Design data_job_dispatcher, sky130hd; sources not shown.
Supply network:
The bar under the picture is 100 um long. Pins as bars on the die edge. Tap cells in grey.
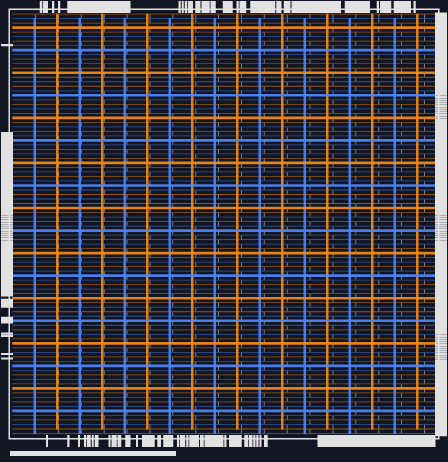
[blue] VSS
[orange] VDD
met5 straps: 18
signal pins: 594
worst vdd ir: 0.286 mV
Die Y: 258 um
Core Box Area: 0.0647 mm^2
Die W: 258 um

Placed cells, one colour a class:
The bar under the picture is 100 um long.
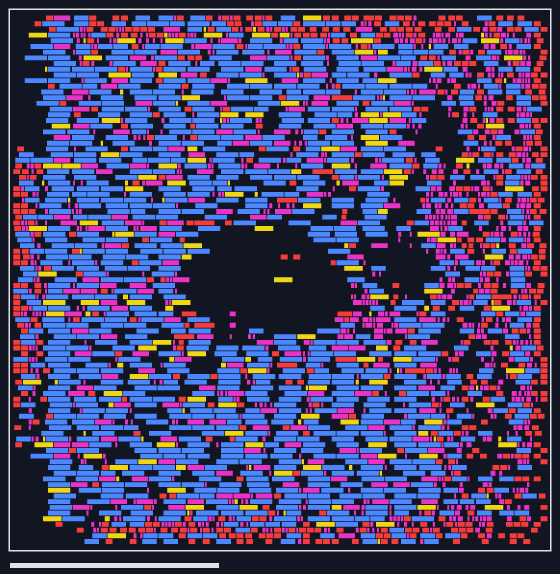
[blue] flip-flops | cells: 953
[red] other buffers and delay cells | cells: 630
[magenta] all other logic | cells: 1,134
[yellow] clock drivers and dummy loads | cells: 178
Core Util, Final: 69.0%
row count: 93

==> GITHUB_STEP_SUMMARY <==
### Yosys + OpenROAD results

| Metric | Value |
|---|---|
| Layout non-clock buf frac | `14.5%` |
| Count of plain and timing-repair buffers | `630` |
| Met1 wire length | `33.1 mm` |
| Syn_nets | `2,556` |
| Post-route ant nets | `0` |
| Slew @ Worst Pin | `1050 ps` |
| Adders+Majority by Area | `0.345%` |
| Sw Ratio | `28.4%` |
| Simple Share, Synth | `5.59%` |
| Post-Syn Instances | `2,252` |
| Worst-path clk slew | `60 ps` |
| Final Hold Slack | `453 ps` |
| Max reg flops | `644` |
| Fin crit period | `3920 ps` |
| Largest net degree at the start of global routing | `162` |
| Grt met2 use | `44.9%` |
| Layout clock area frac | `6.99%` |
| Cell Pwr Density | `315 mW/mm^2` |
| Global route hottest layer | `met2` |
| Clk buf depth | `3` |
| Met3 usage | `6.37%` |
| Slowest cell delay on critical path | `710 ps` |
| Layout area overhead | `28.4%` |
| Final setup vio count | `0` |
| Placer Congestion | `0.940` |
| Final setup TNS | `0 ps` |
| XORs/XNORs by Area | `0.126%` |
| Largest area class, layout | `registers` |
| Final worst-path setup slack | `4080 ps` |
| Share of layout cells above drive strength 1 | `12.3%` |
| Router iterations before antenna repair | `7` |
| WL met2 | `45.7 mm` |
| Root Driver | `clkbuf_16` |
| Clk_lat worst skew | `640 ps` |
| R2R cell count | `6` |
| Cells along the critical path | `ha_1 > fa_1 > xnor2_1 > clkdlybuf4s50_1` |
| RSZ-0062 raised after global routing | `false` |
| Crit Path Class | `reg2out` |
| Cell Type Count | `44` |
| Hold_buf cts | `0` |
| Inverters | `8` |
| Ports | `594` |
| Post-synth seq share | `73.4%` |
| Via count | `21.6k` |
| Tap cell instance count | `855` |
| Yosys chip area | `0.0348 mm^2` |
| Setup crit start kind | `flip-flop` |
| # Cells Yosys | `2,252` |
| Met1 Usage GRT | `32.0%` |
| LEAKAGE | `14.4 nW` |
| Worst reg2reg setup slack | `4420 ps` |
| Dpl cells | `3,572` |
| Met3 WL | `6.86 mm` |
| Worst path required time | `6800 ps` |
| Ant diodes | `11` |
| Total grt overflow | `0` |
| # fillers | `4,265` |
| Compound Share, Synth | `7.60%` |
| Buf/Inv on CP | `1` |
| Logic power comb | `3.45 mW` |
| CTS tree | `built` |
| Register area | `0.0255 mm^2` |
| Mean Syn Cell Area | `15.4 um^2` |
| Largest logic family | `multiplexers` |
| Top routing layer in use | `met5` |
| Max power group | `sequential cells` |
| Finished Cell Area | `0.0447 mm^2` |
| Clock group | `4.41 mW` |
| CP delay by family, top | `buffers and inverters` |
| Final Hold Fails | `0` |
| MUX area fraction | `10.5%` |
| Multi-input gate area | `0.00842 mm^2` |
| Internal power | `10.1 mW` |
| Vias per cell | `5.75` |
| First-pass GRT wire length | `133 mm` |
| Max Clk Rate | `255 MHz` |
| Post-Syn Area | `0.0348 mm^2` |
| Yosys warns | `0` |
| Ys async rst share | `0%` |
| Critical path's slowest cell | `clkdlybuf4s50_1` |
| Period Utilization, post-route | `49.1%` |
| Pre-CTS WS | `4010 ps` |
| Most frequent logic cell in the layout | `edfxtp_1` |
| CTS Buf Count | `95` |
| CP endpoint kind | `output port` |
| GRT Resource Usage Total | `26.7%` |
| CP max FO | `28` |
| Comb area share | `18.9%` |
| Post-synth regs | `953` |
| Die ar. | `0.0666 mm^2` |
| Worst hold-check path type | `reg2reg` |
| Comb pwr share | `24.5%` |
| Flop pwr share | `44.2%` |
| Top cells excl fill/tap | `edfxtp_1, clkdlybuf4s50_1, nand2_1` |
| Rel. slew slack | `29.8%` |
| Cell count along the critical path | `4` |
| PortBufs | `593` |
| Hold Path Depth | `2` |
| Multi-input gates | `1,126` |
| DR iter-0 viols | `1,725` |
| Layout clock buffer count | `130` |
| OpenROAD warning count | `34` |
| Postcts setup bufs | `0` |
| Initial antenna violation count | `25` |
| Seq group | `6.22 mW` |
| Vias in the first global route | `21.8k` |
| Floorplan utilization | `53.8%` |
| Maxcap violations | `0` |
| Seq area share | `57.2%` |
| Outcome | `finished clean` |
| Number of enable flip-flop cells | `644` |
| Total Power | `14.1 mW` |
| Switching pwr | `4.00 mW` |
| CTS sink count | `953` |
| Clock skew | `13.9 ps` |
| Final wirelength | `90.5 mm` |
| Seq Cell Count | `953` |
| Final net count | `3,118` |
| Post_cts resized | `0` |
| Final Max Tran Viols | `0` |
| H-tree levels | `3` |
| Top FF cell, synth | `edfxtp_1` |
| Placed Area | `0.0415 mm^2` |
| DP HPWL | `58.2 mm` |
| Drt wl/cell | `24.1 um` |
| Drt drc | `0` |
| Clock power frac | `31.3%` |
| Post-route non-filler standard cell count | `3,761` |
| Critical Path AT | `2720 ps` |
cells in the mapped netlist, types with 2 or more instances:
master,number,area [um^2]
and2_1,4,25.0
o211ai_1,130,976
buf_4,35,263
ha_1,8,100
nor3_1,2,10.0
a31oi_1,3,18.8
buf_1,8,30.0
a311oi_1,2,17.5
xnor2_1,4,35.0
nand2_1,460,1730
a211oi_1,2,15.0
inv_1,8,30.0
o21ai_0,9,45.0
mux4_2,161,3630
nand2b_1,3,18.8
a21oi_1,299,1500
clkbuf_1,71,267
edfxtp_1,644,19300
nor2_1,10,37.5
o21a_1,2,15.0
buf_2,47,235
buf_6,3,33.8
dfxtp_1,309,6190
nand3_1,8,40.0
Power is estimated from default activity; no workload was simulated.
